$ cat src/rtl/dram_ctrl.sv
// 68040 DRAM controller: row/column multiplexing, per-lane CAS, CAS-before-RAS refresh.
// Define DRAM_BURST_EN to run SIZ=11 line transfers as four-beat bursts under one RAS.
module dram_ctrl #(
    parameter int unsigned NBANKS  = 4,
    parameter int unsigned ROW_W   = 12,
    parameter int unsigned COL_W   = 10,
    parameter int unsigned TRCD    = 2,
    parameter int unsigned TCAS    = 2,
    parameter int unsigned TRP     = 3,
    parameter int unsigned REF_INT = 1560
) (
    input  logic              clk,
    input  logic              nRESET,
    input  logic [31:0]       A,
    input  logic              sel,
    input  logic              nTS,
    input  logic              RW,
    input  logic [1:0]        SIZ,
    output logic              nTA,
    output logic              nTBI,
    output logic [ROW_W-1:0]  DRAMA,
    output logic [NBANKS-1:0] nRAS,
    output logic [3:0]        nCAS,
    output logic              DRAMRW
);

    localparam int unsigned BANK_W   = (NBANKS > 1) ? $clog2(NBANKS) : 1;
    localparam int unsigned ROW_LSB  = COL_W + 2;
    localparam int unsigned BANK_LSB = COL_W + ROW_W + 2;
    localparam int unsigned ROW_WR   = (TRCD < 2) ? 2 : TRCD;
    localparam int unsigned CNT_W    = $clog2(TCAS + TRCD + TRP + 2);
    localparam int unsigned REF_W    = (REF_INT > 1) ? $clog2(REF_INT) : 1;

`ifdef DRAM_BURST_EN
    localparam bit BURST = 1'b1;
`else
    localparam bit BURST = 1'b0;
`endif

    typedef enum logic [2:0] {IDLE, ROW, COL, ACK, PRE, RCAS, RRAS, RPRE} stateT;

    stateT             state;
    logic [CNT_W-1:0]  cnt;
    logic [1:0]        beat;
    logic [31:0]       aReg;
    logic              rwReg;
    logic [1:0]        sizReg;
    logic              accPend;
    logic [REF_W-1:0]  refCnt;
    logic              refPend;

    logic              startAcc_c;
    logic              lastBeat_c;
    logic [CNT_W-1:0]  rowLast_c;
    logic              unusedAddr_c;

    // Active-low RAS mask for the bank selected by an address.
    function automatic logic [NBANKS-1:0] rasOf(input logic [31:0] addr);
        logic [BANK_W-1:0] bank;
        if (NBANKS == 1) return '0;
        bank = addr[BANK_LSB +: BANK_W];
        return ~(NBANKS'(1) << bank);
    endfunction

    function automatic logic [ROW_W-1:0] rowOf(input logic [31:0] addr);
        return addr[ROW_LSB +: ROW_W];
    endfunction

    // Column for a given beat; the low two bits wrap within the line.
    function automatic logic [ROW_W-1:0] colOf(input logic [31:0] addr, input logic [1:0] bt);
        logic [COL_W-1:0] c;
        c      = addr[2 +: COL_W];
        c[1:0] = addr[3:2] + bt;
        return ROW_W'(c);
    endfunction

    // Active-low CAS lanes; nCAS[3] is D31:24.
    function automatic logic [3:0] lanesOf(input logic [1:0] siz, input logic [1:0] a10);
        case (siz)
            2'b01: begin
                case (a10)
                    2'd0:    return 4'b0111;
                    2'd1:    return 4'b1011;
                    2'd2:    return 4'b1101;
                    default: return 4'b1110;
                endcase
            end
            2'b10:   return a10[1] ? 4'b1100 : 4'b0011;
            default: return 4'b0000;
        endcase
    endfunction

    assign startAcc_c   = !nTS && sel;
    assign lastBeat_c   = !(BURST && (sizReg == 2'b11)) || (beat == 2'd3);
    // Writes get a second ROW cycle when TRCD=1 so the column settles before nCAS falls.
    assign rowLast_c    = rwReg ? CNT_W'(TRCD - 1) : CNT_W'(ROW_WR - 1);
    assign unusedAddr_c = ^aReg;

    always_ff @(posedge clk or negedge nRESET) begin
        if (!nRESET) begin
            state   <= IDLE;
            cnt     <= '0;
            beat    <= '0;
            aReg    <= '0;
            rwReg   <= 1'b1;
            sizReg  <= '0;
            accPend <= 1'b0;
            refCnt  <= '0;
            refPend <= 1'b0;
            nRAS    <= '1;
            nCAS    <= '1;
            nTA     <= 1'b1;
            nTBI    <= 1'b1;
            DRAMRW  <= 1'b1;
            DRAMA   <= '0;
        end else begin
            nRAS <= '1;
            nCAS <= '1;
            nTA  <= 1'b1;
            nTBI <= 1'b1;

            // Free-running refresh timer; a wrap while already pending is absorbed.
            if (refCnt == REF_W'(REF_INT - 1)) begin
                refCnt  <= '0;
                refPend <= 1'b1;
            end else begin
                refCnt <= refCnt + 1'b1;
            end

            case (state)
                IDLE: begin
                    if (startAcc_c) begin
                        aReg    <= A;
                        rwReg   <= RW;
                        sizReg  <= SIZ;
                        accPend <= 1'b1;
                        beat    <= '0;
                    end
                    if (refPend) begin
                        state <= RCAS;
                        cnt   <= '0;
                        nCAS  <= '0;
                    end else if (startAcc_c) begin
                        state  <= ROW;
                        cnt    <= '0;
                        nRAS   <= rasOf(A);
                        DRAMA  <= rowOf(A);
                        DRAMRW <= RW;
                    end
                end
                ROW: begin
                    nRAS  <= rasOf(aReg);
                    DRAMA <= colOf(aReg, beat);
                    if (cnt == rowLast_c) begin
                        state <= COL;
                        cnt   <= '0;
                        nCAS  <= lanesOf(sizReg, aReg[1:0]);
                    end else begin
                        cnt <= cnt + 1'b1;
                    end
                end
                COL: begin
                    nRAS <= rasOf(aReg);
                    if (cnt == CNT_W'(TCAS - 1)) begin
                        state <= ACK;
                        cnt   <= '0;
                        nTA   <= 1'b0;
                        nTBI  <= !(!BURST && (sizReg == 2'b11));
                        if (!lastBeat_c) DRAMA <= colOf(aReg, beat + 2'd1);
                    end else begin
                        cnt  <= cnt + 1'b1;
                        nCAS <= lanesOf(sizReg, aReg[1:0]);
                    end
                end
                ACK: begin
                    cnt <= '0;
                    if (lastBeat_c) begin
                        state   <= PRE;
                        accPend <= 1'b0;
                    end else begin
                        state <= COL;
                        beat  <= beat + 2'd1;
                        nRAS  <= rasOf(aReg);
                        nCAS  <= lanesOf(sizReg, aReg[1:0]);
                    end
                end
                PRE: begin
                    if (cnt == CNT_W'(TRP - 1)) begin
                        state  <= IDLE;
                        cnt    <= '0;
                        DRAMRW <= 1'b1;
                    end else begin
                        cnt <= cnt + 1'b1;
                    end
                end
                RCAS: begin
                    state <= RRAS;
                    cnt   <= '0;
                    nRAS  <= '0;
                    nCAS  <= '0;
                end
                RRAS: begin
                    if (cnt == CNT_W'(TCAS + TRCD - 1)) begin
                        state <= RPRE;
                        cnt   <= '0;
                    end else begin
                        cnt  <= cnt + 1'b1;
                        nRAS <= '0;
                        nCAS <= '0;
                    end
                end
                RPRE: begin
                    if (cnt == CNT_W'(TRP - 1)) begin
                        refPend <= 1'b0;
                        cnt     <= '0;
                        // An access held back by the refresh starts right away.
                        if (accPend) begin
                            state  <= ROW;
                            nRAS   <= rasOf(aReg);
                            DRAMA  <= rowOf(aReg);
                            DRAMRW <= rwReg;
                        end else begin
                            state <= IDLE;
                        end
                    end else begin
                        cnt <= cnt + 1'b1;
                    end
                end
                default: state <= IDLE;
            endcase
        end
    end

endmodule

$ cat config.mk
export PLATFORM = sky130hd
export DESIGN_NAME = dram_ctrl
export DESIGN_NICKNAME = d
export VERILOG_FILES = /design/src/rtl/dram_ctrl.sv
export SDC_FILE = /design/constraint.sdc
export NUM_CORES = 1
export LEC_CHECK = 0
export CAP_MARGIN = 20
export CORE_MARGIN = 5
export CORE_UTILIZATION = 39
export DETAILED_ROUTE_END_ITERATION = 10
export GPL_TIMING_DRIVEN = 0
export PLACE_DENSITY = 0.61
export SYNTH_ARGS = -nofsm -noshare
export SYNTH_HDL_FRONTEND = slang
export SYNTH_SLANG_ARGS = --single-unit
$ cat constraint.sdc
create_clock -name clk -period 5.2 [get_ports clk]
set_clock_uncertainty 0.1 [all_clocks]
set_input_delay 1.04 -clock clk [delete_from_list [all_inputs] [get_ports clk]]
set_output_delay 1.04 -clock clk [all_outputs]
set_load 0.05 [all_outputs]
port_nets.png
(3 px per um)
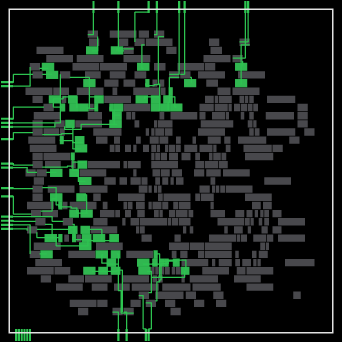
Key: green = A [direction input, edge 14 left, 10 bottom, 8 top, end cells 66, buffers 26, wire 840 um]
Top Ports: 62
Buffers on Ports: 55

met2.png
(4 px per um) Cells faint in the background.
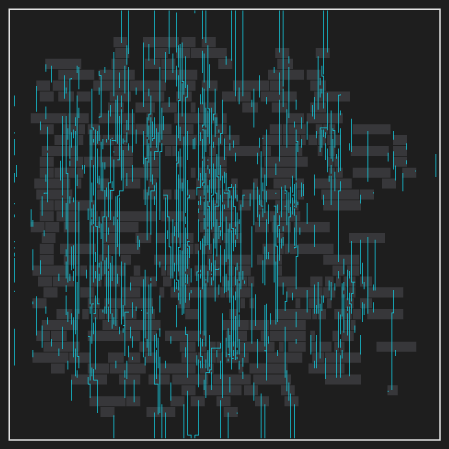
The wires run mostly vertical. The layer holds 48% of the routed length. 371 nets have wire on it.
DRT Wirelength: 8488 um
DR vias: 2843
GRT met2 Usage: 24.66%

clock_map.png
(4 px per um)
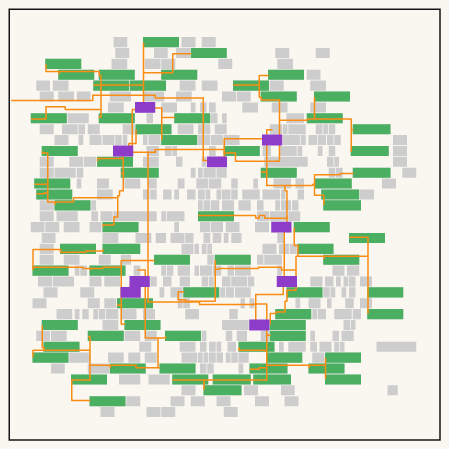
Key: purple = cells driving clock nets [count 9]; green = flip-flops [count 72]; orange = clock wires [length 967 um]
Position of the flops: widely spread. There are 10 routed clock nets.
Latency at later pin: 0.35 ns
clock share of power: 18.0%
power in the clock group: 485 uW

==> deck_impl_summary.md <==
Implementation Results

Hold path
  – Hold path start: refCnt[0]

Final timing
  – Setup TNS: 0 ns
  – Setup WS post-layout: 2.377 ns
  – Final Hold Viols: 0
  – Tcrit/Tclk final: 54.29%
  – Worst-margin pin slew: 0.7005 ns
  – Final hold slack: 0.3871 ns
  – Unrepaired setup endpoints after global routing: no

Final layout
  – Biggest regs: aReg: 26 flops, DRAMA: 12 flops, refCnt: 11 flops
  – Clock buf/inv share: 4.581%
  – Fraction of area in registers: 39.13%
  – Largest cell class by area: sequential cells
  – Combinational share of cell area: 37.54%
  – Largest register FFs: 26
  – Layout cell share with drive strength beyond 1: 22.00%
  – Inverters: 12
  – Post-Layout Cell Count: 529

Run
  – Max-cap violations: 0
  – Tool warnings: 37

Power
  – Reg power frac: 34.5%
  – Int Pwr: 1604 uW
  – Maximum vdd drop: 257.2 uV

Worst setup path
  – Worst R2R Path Depth: 7
  – CP Cell Sequence: clkdlybuf4s50_1
  – Setup crit start kind: register
  – R2R Path End: DRAMA[7]
  – Slowest CP cell: clkdlybuf4s50_1
  – Critical path endpoint category: output port
  – Worst Setup SP: DRAMRW
  – CP delay by family, top: buffers and inverters
  – WP data required: 4.06 ns
  – R2R setup slack: 2.92 ns
  – Worst setup path category: register to output port

Clocking
  – CTS Hold Buffers Added: 0
  – Clock Tree Root: clkbuf_8
  – Worst-path clk slew: 0.07 ns
  – CTS tree: done

Yosys
  – Mux area share: 14.63%
  – Synthesized Nets: 375
  – Yosys simple share: 12.23%
  – Synthesized cell area: 3694 um2
  – Comb area leader: AND-OR/OR-AND gates
  – Number of enable flip-flop cells: 0
  – Seq share, synth: 49.19%
  – Yosys top cell by instances: dfrtp_1
  – Post-synthesis cell count from yosys: 328
  – Most instantiated cells after synthesis: dfrtp_1 (60), mux2_2 (32), nor2_1 (26)
  – Synth Instances: 328
  – Synth Area in Compound Gates: 15.01%
  – Post-synth area from yosys stat: 3694 um2
  – Area leader, netlist: dfrtp_1

Global routing
  – GRT met3 Usage: 3.839%
  – GRT Util Overall: 15.32%
  – Met1 usage in global routing: 20.59%
  – First-pass GRT wire length: 14260 um
  – GRT overflow: 0
  – Initial antenna violation count: 0

Placement
  – DP HPWL: 6156 um
  – Dpl cell area: 4431 um2

Run status
  – Outcome: finished clean

Detailed routing
  – Avg WL per Cell: 16.05 um
  – Vias per cell: 5.374
  – Routed wl met3: 409 um

Die
  – Core area: 9240 um2
  – Die height: 107.3 um
  – Pre-Place Util: 39.97%
Power is estimated from default activity; no workload was simulated.
